### config.mk
export PLATFORM = sky130hd
export DESIGN_NAME = arrow_scheduler
export DESIGN_NICKNAME = d
export VERILOG_FILES = /design/src/rtl/arrow_scheduler.sv
export SDC_FILE = /design/constraint.sdc
export NUM_CORES = 1
export LEC_CHECK = 0
export CAP_MARGIN = 20
export CORE_UTILIZATION = 30
export DETAILED_ROUTE_END_ITERATION = 10
export SETUP_SLACK_MARGIN = 0.4
export SLEW_MARGIN = 10
export SYNTH_ARGS = -nofsm -noshare
export SYNTH_HDL_FRONTEND = slang
export SYNTH_SLANG_ARGS = --single-unit
### constraint.sdc
create_clock -name clk -period 4.8 [get_ports clk]
set_input_delay 1.44 -clock clk [delete_from_list [all_inputs] [get_ports clk]]
set_output_delay 1.44 -clock clk [all_outputs]
set_load 0.03 [all_outputs]
### src/rtl/arrow_scheduler.sv
// arrow_scheduler: gameplay sequencer for the 16x16 LED dance game.
// Divides clk into game ticks, scrolls pseudo-random arrows down four lanes,
// judges key presses against the two bottom rows, and tracks score/misses.
// Optional feature macro: SPEEDUP_EN (tick period halves after every 8 hits).
module arrow_scheduler #(
  parameter int unsigned TICK_DIV   = 12500000,
  parameter int unsigned ROWS       = 16,
  parameter int unsigned MAX_MISSES = 5,
  parameter int unsigned SPAWN_GAP  = 3,
  parameter logic [7:0]  LFSR_SEED  = 8'hA5
) (
  input  logic                 clk,
  input  logic                 RST,
  input  logic                 start,
  input  logic [3:0]           keys,
  output logic [ROWS-1:0][3:0] arrow_map,
  output logic [7:0]           score,
  output logic [2:0]           miss_cnt,
  output logic                 hit,
  output logic                 miss,
  output logic                 playing,
  output logic                 game_over
);

  localparam int unsigned CW = (TICK_DIV > 1) ? $clog2(TICK_DIV) : 1;
  localparam int unsigned GW = (SPAWN_GAP > 0) ? $clog2(SPAWN_GAP + 1) : 1;

  typedef enum logic [1:0] {S_IDLE, S_COUNTDOWN, S_PLAY, S_OVER} state_t;

  state_t               state;
  logic [CW-1:0]        tick_cnt;
  logic [CW-1:0]        tick_last;
  logic [1:0]           cd_ticks;
  logic [GW-1:0]        gap;
  logic [7:0]           lfsr;
  logic                 tick;
  logic                 enter_cd;
  logic                 play_act;
  logic [3:0]           hit_r0;
  logic [3:0]           hit_r1;
  logic [3:0]           lost;
  logic [3:0]           spawn_row;
  logic [2:0]           nhits;
  logic [2:0]           nlost;
  logic [ROWS-1:0][3:0] map_judged;
  logic [ROWS-1:0][3:0] map_shifted;
  logic [3:0]           miss_sum;
  logic [2:0]           miss_next;
  logic [8:0]           score_sum;
  logic [7:0]           score_next;
  logic                 lfsr_fb;

  // Tick decode plus the judgment -> drop -> shift -> spawn datapath
  always_comb begin
    tick     = ((state == S_COUNTDOWN) || (state == S_PLAY)) && (tick_cnt == tick_last);
    enter_cd = (state == S_IDLE) && start;
    play_act = (state == S_PLAY) && start && (miss_cnt < 3'(MAX_MISSES));

    // A key takes the row-0 arrow first, otherwise the row-1 arrow
    hit_r0 = keys & arrow_map[0];
    hit_r1 = keys & ~arrow_map[0] & arrow_map[1];

    // Judged arrows vanish before the shift so they never count as misses
    map_judged    = arrow_map;
    map_judged[0] = arrow_map[0] & ~hit_r0;
    map_judged[1] = arrow_map[1] & ~hit_r1;
    lost          = map_judged[0];

    nhits = '0;
    nlost = '0;
    for (int unsigned l = 0; l < 4; l++) begin
      nhits = nhits + 3'(hit_r0[l] | hit_r1[l]);
      nlost = nlost + 3'(lost[l]);
    end

    spawn_row = '0;
    if ((gap >= GW'(SPAWN_GAP)) && lfsr[0]) spawn_row[lfsr[2:1]] = 1'b1;
    map_shifted = {spawn_row, map_judged[ROWS-1:1]};

    miss_sum   = {1'b0, miss_cnt} + {1'b0, nlost};
    miss_next  = (miss_sum >= 4'(MAX_MISSES)) ? 3'(MAX_MISSES) : miss_sum[2:0];
    score_sum  = {1'b0, score} + {6'b0, nhits};
    score_next = score_sum[8] ? 8'hFF : score_sum[7:0];
    lfsr_fb    = lfsr[7] ^ lfsr[5] ^ lfsr[4] ^ lfsr[3];
  end

  // Game FSM, scroll field, scoring and registered status pulses
  always_ff @(posedge clk) begin
    if (RST) begin
      state     <= S_IDLE;
      arrow_map <= '0;
      score     <= '0;
      miss_cnt  <= '0;
      hit       <= 1'b0;
      miss      <= 1'b0;
      playing   <= 1'b0;
      game_over <= 1'b0;
      tick_cnt  <= '0;
      cd_ticks  <= '0;
      gap       <= '0;
      lfsr      <= LFSR_SEED;
    end else begin
      hit  <= 1'b0;
      miss <= 1'b0;
      case (state)
        S_IDLE: begin
          if (start) begin
            state     <= S_COUNTDOWN;
            arrow_map <= '0;
            score     <= '0;
            miss_cnt  <= '0;
            lfsr      <= LFSR_SEED;
            gap       <= '0;
            tick_cnt  <= '0;
            cd_ticks  <= '0;
          end
        end
        S_COUNTDOWN: begin
          tick_cnt <= tick ? '0 : tick_cnt + 1'b1;
          if (tick) begin
            if (cd_ticks == 2'd2) begin
              state    <= S_PLAY;
              playing  <= 1'b1;
              cd_ticks <= '0;
            end else begin
              cd_ticks <= cd_ticks + 1'b1;
            end
          end
        end
        S_PLAY: begin
          if (!start) begin
            state     <= S_IDLE;
            playing   <= 1'b0;
            arrow_map <= '0;
            tick_cnt  <= '0;
          end else if (!play_act) begin
            // Miss limit reached on the previous edge: freeze everything
            state     <= S_OVER;
            playing   <= 1'b0;
            game_over <= 1'b1;
            tick_cnt  <= '0;
          end else begin
            tick_cnt <= tick ? '0 : tick_cnt + 1'b1;
            score    <= score_next;
            hit      <= |nhits;
            if (tick) begin
              arrow_map <= map_shifted;
              miss_cnt  <= miss_next;
              miss      <= |lost;
              lfsr      <= {lfsr[6:0], lfsr_fb};
              if (|spawn_row)                 gap <= '0;
              else if (gap < GW'(SPAWN_GAP))  gap <= gap + 1'b1;
            end else begin
              arrow_map <= map_judged;
            end
          end
        end
        S_OVER: begin
          if (!start) begin
            state     <= S_IDLE;
            game_over <= 1'b0;
          end
        end
        default: state <= S_IDLE;
      endcase
    end
  end

`ifdef SPEEDUP_EN
  localparam int unsigned FLOOR = ((TICK_DIV / 4) > 0) ? (TICK_DIV / 4) : 1;

  logic [CW-1:0] pend_last;
  logic [CW-1:0] halved_last;
  logic [2:0]    hit_mod;
  logic [3:0]    hit_sum;
  logic [31:0]   half_per;

  // Next-shorter tick period, clamped at a quarter of the base period
  always_comb begin
    hit_sum  = {1'b0, hit_mod} + {1'b0, nhits};
    half_per = (32'(pend_last) + 32'd1) >> 1;
    if (half_per < 32'(FLOOR)) half_per = 32'(FLOOR);
    halved_last = CW'(half_per - 32'd1);
  end

  // Pending period is adopted only when the tick counter wraps
  always_ff @(posedge clk) begin
    if (RST || enter_cd) begin
      tick_last <= CW'(TICK_DIV - 1);
      pend_last <= CW'(TICK_DIV - 1);
      hit_mod   <= '0;
    end else begin
      if (play_act) begin
        hit_mod <= hit_sum[2:0];
        if (hit_sum[3]) pend_last <= halved_last;
      end
      if (tick) tick_last <= pend_last;
    end
  end
`else
  assign tick_last = CW'(TICK_DIV - 1);
`endif

endmodule

Figure 1. Clock routing (run 1).
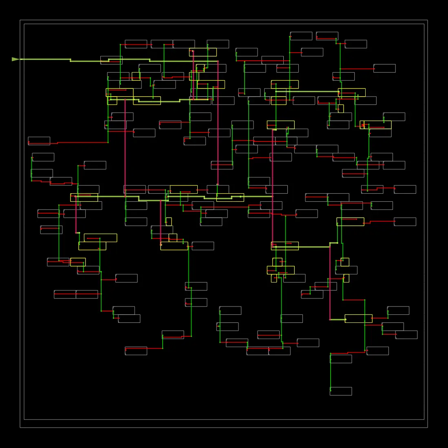
CLK BUF: 20
Flops: 117
clock network power: 1200 uW
clk latency late pin: 420 ps

Figure 2. Wiring heat map (run 1).
27 x 27 tiles, from white (low) to dark blue (high), scaled to the fullest tile. Values are wire area over tile area, all layers added.
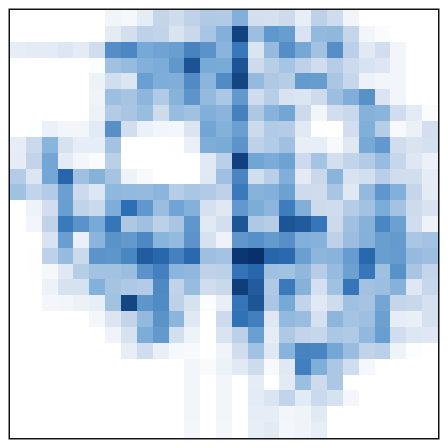
densest ninth of the die = centre
mean over tiles = 0.12
fullest tile = 0.48
nearly empty tiles = 27%
overall routed net length: 14,500 um
Routed WL per cell: 15.55 um
via count: 4,894
total routing resource utilization after global routing: 15.89%

Figure 3. A small window of the routed layout (run 1).
Bar = 5 um. Region (59, 86) to (79, 106) um. Cells in grey, sequential cells in the stronger grey; small squares are vias.
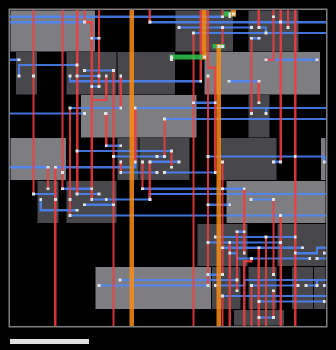
blue -> M1
red -> M2
green -> M3
orange -> M4
cells with their middle in the window = 21
most frequent = dfxtp_1 (5), a32oi_1 (4), nor2_1 (4)
netlist names of flops here include = arrow_map (5)
sequential cells in the window = 5

Figure 4. Pin map (run 1).
Bar = 50 um. Pins as bars across the die edge, other pins in grey.
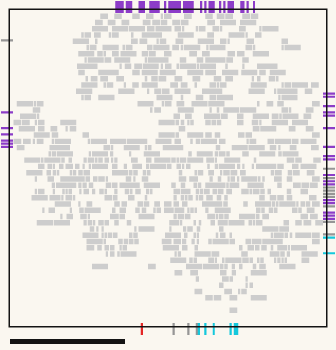
red -> start  # pins 1, direction input, edge bottom
purple -> arrow_map  # pins 64, direction output, edge 41 top, 17 right, 6 left
cyan -> score  # pins 8, direction output, edge 6 bottom, 2 right

==> run notes, run 1 <==
Implementation results are summarized by area below.

Die
The total I/O pin count is 86. Row generation in the floorplan step produced 49 rows. The core utilization at floorplan is 30.58%. The chip area is 18,860 um^2. The width of the die is 137.3 um. The die is 137.3 um tall. The core footprint is 17,960 um^2.

Worst hold path
The number of cells on the worst hold path is listed as 2. The class of the most critical hold timing path is flop to flop.

CTS
The number of sinks driven by the clock tree is 117. Gates resized during post-CTS repair numbered 0. The TritonCTS clock tree is built.

The maximum number of buffers from clock root to sink is 2. The total of hold buffers inserted after clock tree synthesis is 0. The CTS report gives the tree buffer count as 17. The number of setup buffers added after CTS is 0. The number of H-tree levels is 4. The clock-pin slew on the worst setup and hold paths is 50 ps. The library cell used as clock root buffer is sky130_fd_sc_hd__clkbuf_16.

Job
In this run the maximum-capacitance check reported violations numbering 0. The tool warning count is 29.

Synth
The number of nets produced by synthesis is 644. After synthesis, the cell types taking the most area are sky130_fd_sc_hd__dfxtp_1, sky130_fd_sc_hd__a32oi_1, sky130_fd_sc_hd__nor2_1, sky130_fd_sc_hd__ha_1, sky130_fd_sc_hd__nand2_1. After Yosys synthesis, and, or, nand and nor cells account for 20.11% of the synthesized area. Per the synthesis report, the single largest cell type by area occupies 42.63% of cell area. By instance count, the leading cell after synthesis is sky130_fd_sc_hd__dfxtp_1. The most used flip-flop cell after synthesis is sky130_fd_sc_hd__dfxtp_1. The post-synthesis cell type with the largest combined area is sky130_fd_sc_hd__dfxtp_1. The synthesized design contains 117 register bits. Per the synthesis report, the XOR/XNOR share of the synthesized area is 2.551%. The synthesized netlist contains 59 unique library cells. Yosys reports a chip area of 5494 um^2. The mean post-synth cell area is 8.861 um^2. By count the netlist is led by sky130_fd_sc_hd__dfxtp_1, sky130_fd_sc_hd__nor2_1, sky130_fd_sc_hd__a32oi_1. Warnings reported by Yosys during synthesis add up to 0. The sequential element share of the synthesized area is 42.63%. The yosys stat cell total is 620.

The cell count after synthesis came out at 620. The fraction of synthesis flops using an asynchronous set or reset pin is 0%. The adder and majority cell fraction of the synthesized area is 4.555%. After synthesis, the share of cell area in mux cells is 0.9337%. The synthesis run identifies the leading combinational cell family as AND-OR/OR-AND gates. The synthesized area is 5494 um^2. In this run, synthesis inferred 0 flip-flops with an integrated enable. Of the total synthesized cell area, the portion taken by AND-OR and OR-AND cells is 22.98%.

Timing
The post-layout worst setup margin is 676.2 ps. The clock period could shrink to 4124 ps. Endpoints failing hold in the final report were tallied at 0. The worst clock skew is 5.381 ps.

The max-slew headroom at the worst pin is 32.92%. The max-slew violation count is 0. Post-route period utilization is reported as 85.91%. The maximum operating frequency is 242.5 MHz.

For the final routed database, the setup TNS stands at 0 ps. Final hold analysis gives a worst-case slack of 465.1 ps. The measured slew at the worst slew-check pin is 1006 ps. The total of endpoints with negative setup slack in the final report is 0. Setup repair after global routing left no endpoint under its margin.

Pwr
The combinational group share of total power is 12.9%. The areal power density over the cells is 355.7 nW/um^2. The clock share of power is 47.8%. The group that draws the most power in this run is the clock network. The maximum vdd drop is 0.2739 mV. The combinational cell power is 324 uW. The switching share of power is 27.97%. Summing internal, switching and leakage power gives 2508 uW.

The power dissipated by switching net loads is 701.5 uW. The cell-internal power is 1807 uW. The flip-flop and latch power is 987 uW.

The sequential share of power is 39.3%. The leakage power figure is 0.002445 uW.

Global routing
Global routing used 3.826% of the available met3 tracks. The via count of the first global-routing pass was 4,528. Entering global routing, the biggest net connects 68 pins. The global-route wire length before repair is 23,450 um. The global routing report lists met2 layer usage as 24.10%. The most used routing layer is met2. The global-route met1 utilization is 21.16%. The number of antenna violations at the first check in global routing is 0.

Summed over all layers, the global routing overflow is 0.

Placement
The instance count after placement with tap cells included is 901. The half-perimeter wire length of the detailed placement result is 9645 um. After detailed placement, the total cell area comes to 6489 um^2. After its last routability iteration, the placer logged a weighted congestion of 0.8154.

Before CTS, the worst setup slack after placement is 249.1 ps. Port buffering added 85 buffers.

Worst setup path
The critical path arrival is 4430 ps. The report puts the cell count of the worst reg-to-reg path at 7. The largest fanout of any net on the critical path is 5. The worst setup path is captured at a flop. The signal on the critical path passes through clkdlybuf4s50_1 > o21a_1 > fa_1 > ha_1 > ha_1 > inv_1 > fa_1 > nor2b_1 > o2111ai_1 > nor3b_1 > o21ai_0 > o211a_1.

The worst stage delay on the critical path is 540 ps. The total stage count of the critical path is 12. The cell with the largest stage delay on the worst path is sky130_fd_sc_hd__clkdlybuf4s50_1. The type of origin of the critical path is an input port.

The type of the worst setup path is input port to flop. The cell type group with the largest total delay on the critical path is adder cells. The combined buffer and inverter count along the critical path is 2. The required time reported for the critical path endpoint is 5110 ps.

Detailed routing
Per the detail_route log, met3 wirelength is 588 um. The antenna violation net count after detailed routing is 0. The post-detailed-route via-to-cell ratio is 5.245.

In the detailed route, the total length drawn on met2 is 6657 um. In the per-layer breakdown of the detailed-route log, met1 shows 6961 um. After detailed routing, the number of remaining DRC violations is 0. The first routing iteration left 376 violations. The uppermost layer routed is met4. The number of detailed-route iterations in the first pass is 5.

Layout
The final non-filler cell total is 933. For this run, the share of the core covered by cells in the final layout is 39.26%. For this run, the post-layout net count is 715. The layout stage reports a final design area of 7052 um^2. The fraction of final layout cells with drive strength greater than 1 is 7.955%. For this run, the script counts the antenna cells in the layout as 0. The relative area change from synthesis to final layout is 28.35%.

Outcome
The run finished with clean final reports.
[run 1: sequential cells by signal (all words and copies together), names as in the netlist]
signal / cells
gap: 2
tick_cnt: 24
playing: 1
arrow_map: 64
hit: 1
miss_cnt: 3
game_over: 1
miss: 1
score: 8
lfsr: 8
state: 2
cd_ticks: 2
[run 1: layout by cell type, fill, tap and decap left out, types with 6 or more instances in the layout]
cell and count:
sky130_fd_sc_hd__dfxtp_1 117, sky130_fd_sc_hd__nor2_1 85, sky130_fd_sc_hd__clkdlybuf4s50_1 84, sky130_fd_sc_hd__a32oi_1 53
sky130_fd_sc_hd__nand2_1 36, sky130_fd_sc_hd__inv_1 27, sky130_fd_sc_hd__o21ai_0 22, sky130_fd_sc_hd__a21oi_1 21
sky130_fd_sc_hd__clkbuf_16 17, sky130_fd_sc_hd__nand3_1 15, sky130_fd_sc_hd__nand4_1 15, sky130_fd_sc_hd__nor2b_1 14
sky130_fd_sc_hd__a22o_1 12, sky130_fd_sc_hd__ha_1 12, sky130_fd_sc_hd__a31oi_1 10, sky130_fd_sc_hd__xnor2_1 10
sky130_fd_sc_hd__buf_4 10, sky130_fd_sc_hd__nor3_1 9, sky130_fd_sc_hd__nand2b_1 8, sky130_fd_sc_hd__o2111ai_1 6
sky130_fd_sc_hd__o22ai_1 6, sky130_fd_sc_hd__xor2_1 6
[run 1: path summary, 6_finish.rpt]
check	startpoint	endpoint	slack, ps
max reg2reg	state[0]	arrow_map[54]	1500
min reg2reg	lfsr[7]	lfsr[7]	470
max	keys[1]	score[6]	680
min	lfsr[7]	lfsr[7]	470
[run 1: layout make-up]
cell class	count	area, um^2
fillers	1799	10910
clock buffers	20	456.7
repair buffers	96	940.9
well taps	229	286.5
inverters	27	101.3
clock inverters	12	106.4
flip-flops and latches	117	2342
multi-input cells	432	2818
==> run 2, diff against run 1 <==
--- a/config.mk
+++ b/config.mk
@@ -6,7 +6,9 @@
 export NUM_CORES = 1
 export LEC_CHECK = 0
 export CAP_MARGIN = 20
+export CORE_ASPECT_RATIO = 0.6
 export CORE_UTILIZATION = 30
+export CTS_BUF_LIST = sky130_fd_sc_hd__clkbuf_4
 export DETAILED_ROUTE_END_ITERATION = 10
 export SETUP_SLACK_MARGIN = 0.4
 export SLEW_MARGIN = 10
Figure 5. Logic cells by family (run 2).
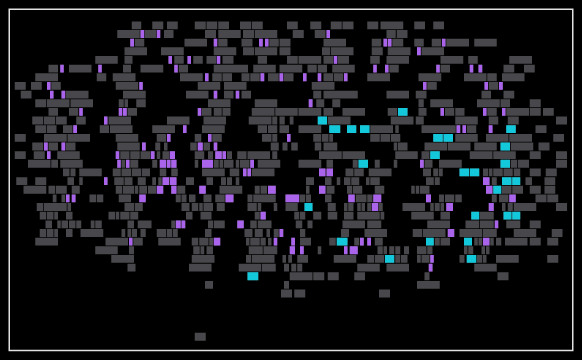
purple -> nor cells  # cells 120, most used nor2_1
cyan -> non-inverting ao/oa cells  # cells 27, most used a22o_1, where middle right
dominant logic cell type in the layout: sky130_fd_sc_hd__dfxtp_1
fraction of area in multi-input gates: 41.55%
non-filler cells, final: 937

==> run notes, run 2 <==
Implementation results are summarized by area below.

CTS
The number of H-tree levels is 4 (unchanged). TritonCTS built the clock tree. The clock-pin slew on the worst setup and hold paths was 120 ps (+70 ps). The number of sinks driven by the clock tree is 117 (unchanged). The total of hold buffers inserted after clock tree synthesis is 0 (unchanged).

The post-cts repair resize count is 0 (unchanged). The number of clock buffers inserted by TritonCTS is 17 (unchanged).

Worst hold path
The worst hold path stage count came to 2 (unchanged). Hold analysis lists the worst path endpoint as lfsr[7]. The class of the most critical hold timing path is flop to flop. In this run the most critical hold path is launched from lfsr[7].

Global routing
The global-route wire length before repair came to 24,710 um (+5.4%). The number of antenna violations at the first check in global routing is 0 (unchanged). The total global-route track usage is 16.52% (+0.63 points). The via count of the first global-routing pass was 4,704 (+3.9%). The leftover overflow at the end of global routing is 0 (unchanged). The largest net degree at the start of global routing was 64 (-5.9%).

Die
The total I/O pin count is 86 (unchanged). The floorplan row count is 37 (-24%). The core utilization at floorplan is 31.40% (+0.81 points). The width of the die was 176.7 um (+29%).

The die height is 106.8 um (-22%). The chip area is 18,880 um^2 (about the same).

Worst setup path
The critical path arrival is 4520 ps (+90 ps). The launching point of the worst reg2reg path is state[0]. The register-to-register setup slack is 1490 ps (about the same). The largest fanout of any net on the critical path is 5 (unchanged). The setup path with the least slack is of type input port to flop.

The most critical setup path has its startpoint at keys[1]. The endpoint kind of the worst setup timing path is a flop. The capture point of the worst reg-to-reg path is arrow_map[27]. In this run the worst setup path terminates at score[6]. The required time reported for the critical path endpoint was 5230 ps (+120 ps). The number of cells on the worst reg-to-reg path is 7 (unchanged). STA classifies the critical path startpoint as an input port.

Layout
The area occupied by registers is 2342 um^2 (unchanged). The flip-flop count of the largest register after layout was 64 (unchanged). In the final layout, the registers with the most flip-flops are arrow_map x64, tick_cnt x24. The fraction of final layout cells with drive strength greater than 1 is 7.824% (-0.13 points). Per the run report, area growth between synthesis and finish was 23.43%. The utilization of the core after routing is 38.75% (-0.50 points). The logic area is 2818 um^2 (unchanged). The antenna diode count is 0 (unchanged). The register bank with the most flops is arrow_map.

The layout net count is 714 (-0.14%). The number of fill cells in the layout came to 1,765 (-1.9%).

Synth
The mux share of post-synthesis cell area was 0.9337% (unchanged). The area fraction of the dominant cell type after synthesis is 42.63% (unchanged). The synthesized-area fraction occupied by and/or/nand/nor cells is 20.11% (unchanged). The number of nets produced by synthesis is 644 (unchanged). The flip-flop and latch count after synthesis came to 117 (unchanged). The most frequently used library cell after synthesis is sky130_fd_sc_hd__dfxtp_1. The fraction of synthesis flops using an asynchronous set or reset pin is 0% (unchanged). Yosys attributes the largest share of cell area to sky130_fd_sc_hd__dfxtp_1, sky130_fd_sc_hd__a32oi_1, sky130_fd_sc_hd__nor2_1, sky130_fd_sc_hd__ha_1, sky130_fd_sc_hd__nand2_1.

The number of synthesis warnings was 0 (unchanged). The main flop type after synthesis is sky130_fd_sc_hd__dfxtp_1. The post-synthesis instance total was 620 (unchanged). The synthesized area is 5494 um^2 (unchanged). The count of cell types in the netlist is 59 (unchanged).

Among the non-sequential cells, AND-OR/OR-AND gates take the most area. The post-synthesis xor/xnor area fraction is 2.551% (unchanged). Counting instances in the post-synthesis netlist gives the leading cell types as sky130_fd_sc_hd__dfxtp_1, sky130_fd_sc_hd__nor2_1, sky130_fd_sc_hd__a32oi_1. The adder and majority cell fraction of the synthesized area is 4.555% (unchanged).

The yosys stat cell total was 620 (unchanged). The mean post-synth cell area is 8.861 um^2 (unchanged). The and-or/or-and share of the synthesized area is 22.98% (unchanged).

Timing
The post-layout worst setup margin is 701.5 ps (+25.26 ps). The part of the cycle the worst path needs is 85.39% (-0.53 points). Setup repair after global routing left no endpoint under its margin. The total of endpoints with negative setup slack in the final report is 0 (unchanged). The minimum period implied by the final worst setup slack was 4099 ps (-25.27 ps). The max-slew headroom at the worst pin was 33.62% (+0.70 points). The hold violation count in the final report is 0 (unchanged).

The setup TNS was 0 ps (unchanged). The maximum operating frequency came to 244.0 MHz (+0.62%). The max-slew violation count is 0 (unchanged). The measured slew at the worst slew-check pin is 992.2 ps (-14.03 ps). The post-route worst hold slack is 487.3 ps (+22.22 ps).

Detailed routing
The number of detailed-route iterations in the first pass came to 7 (+2). The number of DRC markers in iteration 0 was 404 (+7.4%). The antenna violation net count after detailed routing came to 0 (unchanged). The routed length per placed instance is 16.61 um (+6.8%). The via count of the routed design came to 5,102 (+4.3%). The detailed-route DRC error count is 0 (unchanged).

The final wirelength is 15,560 um (+7.3%).

Job
The tool warning count was 29 (unchanged). The number of max-capacitance violations reported is 0 (unchanged).

Pwr
The power dissipated by switching net loads is 657.1 uW (-6.3%). The sequential share of power is 47.2% (+7.9 points). The combinational group share of total power came to 15.3% (+2.4 points). The cell-internal power is 1428 uW (-21%). The overall power after layout is 2085 uW (-17%).

The leakage power figure is 0.002326 uW (-4.8%). The switching share of power is 31.51% (+3.5 points).

Placement
The number of buffers added on ports is 85 (unchanged). The standard cell area after detailed placement is 6475 um^2 (-0.21%). The final weighted congestion of routability-driven global placement is 0.8339 (+2.3%).

Outcome
The flow ran to the end, and the final reports show no timing, DRC or antenna violations.
-- run 2: netlist changes by cell type in the layout (fill, tap and decap cells not counted), sizes merged --
cell / previous run / this run
clkbuf: 20 / 17
inv: 27 / 30
bufinv: 1 / 3
buf: 12 / 11
clkinvlp: 4 / 3
clkinv: 7 / 6
-- run 2: power groups by stage --
stage	Sequential (uW)	Combinational (uW)	Clock [uW]
floorplan	1010	233	0
global placement	1010	306	0
detailed placement	1010	317	0
CTS	985	317	800
global route	987	353	851
finish	985	320	780
-- run 2: final cells by class --
cell class	count	share of cell area, %
multi-input cells	432	41.55
flip-flops and latches	117	34.54
repair buffers	95	13.58
well taps	234	4.317
clock inverters	15	2.638
clock buffers	17	1.882
inverters	27	1.494
-- run 2: worst max-delay path, stage by stage --
cell                              delay [ps]
sky130_fd_sc_hd__clkdlybuf4s50_1         550
sky130_fd_sc_hd__o21a_1                  190
sky130_fd_sc_hd__fa_1                    440
sky130_fd_sc_hd__ha_1                    220
sky130_fd_sc_hd__ha_1                    320
sky130_fd_sc_hd__inv_1                    70
sky130_fd_sc_hd__fa_1                    420
sky130_fd_sc_hd__nor2b_1                 220
sky130_fd_sc_hd__o2111ai_1               210
sky130_fd_sc_hd__nor3b_1                 220
sky130_fd_sc_hd__o21ai_0                 100
sky130_fd_sc_hd__o211a_1                 130
-- run 2: logic make-up (layout without fill, tap and decap cells) --
family,count (synthesis),count (layout)
DFF,117,117
muxes,5,5
and+or+nand+nor,223,223
buffers and inverters,71,154
xor gates and xnor gates,16,16
AOI/OAI and AO/OA,171,171
adders and majority gates,17,17
-- run 2: per-layer routing --
metal	global-route usage, %	vias up	share of wire, %
met2	23.36	164	41
met4	4.741	0	0.96
met5	0	-	0
met3	3.546	16	5.4
li1	-	2451	-
met1	24.70	2471	52
==> run 3, diff against run 2 <==
--- a/config.mk
+++ b/config.mk
@@ -10,6 +10,7 @@
 export CORE_UTILIZATION = 30
 export CTS_BUF_LIST = sky130_fd_sc_hd__clkbuf_4
 export DETAILED_ROUTE_END_ITERATION = 10
+export PLACE_DENSITY = 0.59
 export SETUP_SLACK_MARGIN = 0.4
 export SLEW_MARGIN = 10
 export SYNTH_ARGS = -nofsm -noshare
==> run notes, run 3 <==
Implementation results are summarized by area below.

Outcome
The run finished with clean final reports.

Synth
The count of cell types in the netlist is 59 (unchanged). The sequential element share of the synthesized area is 42.63%. The synthesized area was 5494 um^2 (unchanged). After synthesis, the most frequently instantiated cells are sky130_fd_sc_hd__dfxtp_1, sky130_fd_sc_hd__nor2_1, sky130_fd_sc_hd__a32oi_1.

The number of nets produced by synthesis is 644 (unchanged). The fraction of synthesis flops using an asynchronous set or reset pin came to 0% (unchanged). The post-synthesis instance total is 620 (unchanged). The mean post-synth cell area is 8.861 um^2 (unchanged). Ranked by total cell area, the synthesized netlist is headed by sky130_fd_sc_hd__dfxtp_1, sky130_fd_sc_hd__a32oi_1, sky130_fd_sc_hd__nor2_1, sky130_fd_sc_hd__ha_1, sky130_fd_sc_hd__nand2_1. The main flop type after synthesis is sky130_fd_sc_hd__dfxtp_1. The number of synthesis warnings is 0 (unchanged).

The area fraction of the dominant cell type after synthesis is 42.63% (unchanged). The yosys stat cell total is 620 (unchanged). The flip-flop and latch count after synthesis is 117 (unchanged).

Global routing
The met2 track demand over resource in global routing is 23.14% (-0.22 points). The global routing stage identified its most utilized layer as met1. The leftover overflow at the end of global routing is 0 (unchanged). The global-route met1 utilization is 25.04% (+0.35 points). The global-route wire length before repair is 24,810 um (+0.39%). The largest net degree at the start of global routing is 60 (-6.3%). The global routing usage on met3 is 3.440% (-0.11 points).

Worst setup path
The required time reported for the critical path endpoint is 5190 ps (-40 ps). Looking at the reg2reg group, the worst path ends at arrow_map[59]. The worst stage delay on the critical path came to 560 ps (about the same). The startpoint identified for the worst register-to-register timing path is state[0].

The combined buffer and inverter count along the critical path is 2 (unchanged). The register-to-register setup slack came to 1480 ps (about the same). The slowest stage of the critical path belongs to the cell sky130_fd_sc_hd__clkdlybuf4s50_1. Among cell families on the critical path, the largest total delay comes from adder cells. Walking the worst path, the cells encountered are clkdlybuf4s50_1 > o21a_1 > fa_1 > ha_1 > ha_1 > inv_1 > fa_1 > nor2b_1 > o2111ai_1 > nor3b_1 > o21ai_0 > o211a_1. The largest fanout of any net on the critical path was 5 (unchanged). The worst setup path is launched from an input port. STA classifies the critical path endpoint as a flop. The number of cells on the worst reg-to-reg path was 7 (unchanged).

Layout
The register with the most flip-flops in the final layout is arrow_map. The flip-flop count of the largest register after layout came to 64 (unchanged). Counting only logic cells after layout, the most numerous master is sky130_fd_sc_hd__dfxtp_1. The fraction of final layout cells with drive strength greater than 1 is 7.681% (-0.14 points). The layout net count came to 714 (unchanged). The utilization of the core after routing was 38.71% (-0.043 points). The largest registers in the layout are arrow_map x64, tick_cnt x24. The antenna diode count is 0 (unchanged).

Compared with the post-synthesis result, the final layout area differs by 23.30%.

Detailed routing
The antenna violation net count after detailed routing was 0 (unchanged). The met1 wire length is 7853 um (-3.8%). The number of DRC markers in iteration 0 is 421 (+4.2%). The number of detailed-route iterations in the first pass came to 5 (-2). The detailed route wirelength on metal3 was 1025 um (+22%). The met2 wirelength from detailed routing came to 6351 um (-0.83%). The detailed-route DRC error count is 0 (unchanged). The uppermost layer routed is met4.

Timing
Setup repair after global routing left no endpoint under its margin. The hold violation count in the final report was 0 (unchanged). The setup TNS is 0 ps (unchanged).

The max-slew violation count is 0 (unchanged). The post-route worst hold slack is 486.8 ps (-0.4750 ps). The minimum period implied by the final worst setup slack is 4040 ps (-59.00 ps).

The total of endpoints with negative setup slack in the final report came to 0 (unchanged). The measured slew at the worst slew-check pin came to 1006 ps (+13.45 ps). The part of the cycle the worst path needs is 84.16% (-1.2 points). The max-slew headroom at the worst pin is 32.72% (-0.90 points). The maximum operating frequency is 247.6 MHz (+1.5%).

Placement
The final weighted congestion of routability-driven global placement was 0.8621 (+3.4%). The standard cell area after detailed placement is 6475 um^2 (unchanged).

CTS
The clock-pin slew on the worst setup and hold paths was 110 ps (about the same). TritonCTS built the clock tree. The number of clock buffers inserted by TritonCTS was 17 (unchanged). The total of hold buffers inserted after clock tree synthesis is 0 (unchanged). The clock reaches the later pin of the worst-skew pair after 500 ps. The number of H-tree levels is 4 (unchanged).

The post-cts repair resize count is 0 (unchanged).

Worst hold path
The class of the most critical hold timing path is flop to flop. The launch instance of the worst min-delay path is lfsr[7]. The path with the worst hold slack has its endpoint at lfsr[7]. The worst hold path stage count is 2 (unchanged).

Die
The width of the die is 176.7 um (unchanged). The core utilization at floorplan is 31.40% (unchanged). The die height is 106.8 um (unchanged).

The floorplan row count is 37 (unchanged). The chip area was 18,880 um^2 (unchanged). The total I/O pin count was 86 (unchanged).

Job
The number of max-capacitance violations reported came to 0 (unchanged). The tool warning count came to 29 (unchanged).

Pwr
The leakage power figure is 0.002324 uW (about the same). The overall power after layout is 2081 uW (-0.23%).
-- run 3: cell counts after synthesis --
No cell type changed its count.
-- run 3: layout make-up --
type	count	area, um^2
multi-input cells	432	2818
repair buffers	95	920.9
flip-flops and latches	117	2342
fillers	1759	10730
well taps	234	292.8
clock buffers	19	142.6
inverters	27	101.3
clock inverters	13	156.4
-- run 3: through the flow --
| stage | worst slack (ps) | instances |
|---|---|---|
| 3_5_place_dp | 259.9 | 905 |
| 3_3_place_gp | 340.2 | 905 |
| 6_report | 760.5 | 937 |
| 5_1_grt | 604.0 | 937 |
| 2_1_floorplan | 960.1 | 620 |
| 4_1_cts | 808.1 | 937 |
-- run 3: power breakdown --
part	leakage (uW)	internal, uW	total (uW)	switching, uW
sequential	0.000942	977	985	7.86
combinational	0.00123	86.8	326	239
clock	0.000154	372	770	398
total	0.00232	1440	2080	645
-- run 3: worst max-delay path by stage --
stage	from	endpoint	slack, ps	cells past startpoint
2_1_floorplan	keys[0]	score[6]	960	11
3_3_place_gp	keys[1]	score[6]	340	12
3_5_place_dp	keys[1]	score[6]	260	12
4_1_cts	keys[1]	score[6]	810	12
5_1_grt	keys[0]	score[6]	600	12
6_report	keys[1]	score[6]	760	12
-- run 3: worst min-delay path, stage by stage (launching register included) --
cell and delay [ps]:
sky130_fd_sc_hd__dfxtp_1 350, sky130_fd_sc_hd__inv_1 60, sky130_fd_sc_hd__a2bb2oi_1 50
-- run 3: cell families (layout without fill, tap and decap cells) --
logic type,Yosys count,count (layout),share of synthesized area (%)
simple gates,223,223,20.11
compound gates,171,171,22.98
flops,117,117,42.63
buf+inv,71,154,6.240
fa+ha+maj,17,17,4.555
xor+xnor,16,16,2.551
mux,5,5,0.9337
Figure 6. Wiring heat map (run 3).
35 x 21 tiles, from white (low) to dark blue (high), scaled to the fullest tile. Values are wire area over tile area, all layers added.
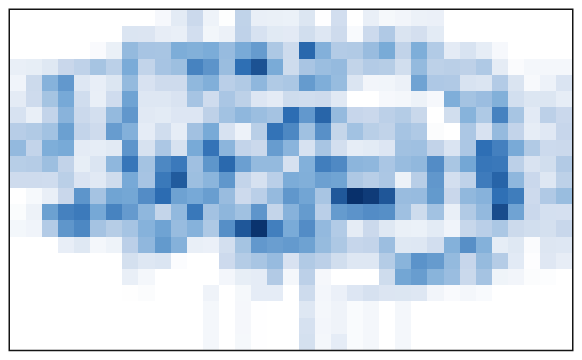
mean over tiles = 0.13
tiles over half the peak = 14%
nearly empty tiles = 25%
fullest tile = 0.55
emptiest ninth of the die = lower left
via count: 5,134
overall routed net length: 15,330 um
Routed WL per cell: 16.36 um
total routing resource utilization after global routing: 16.57%

Power figures rest on the tool's default switching activity, not on a simulated workload.
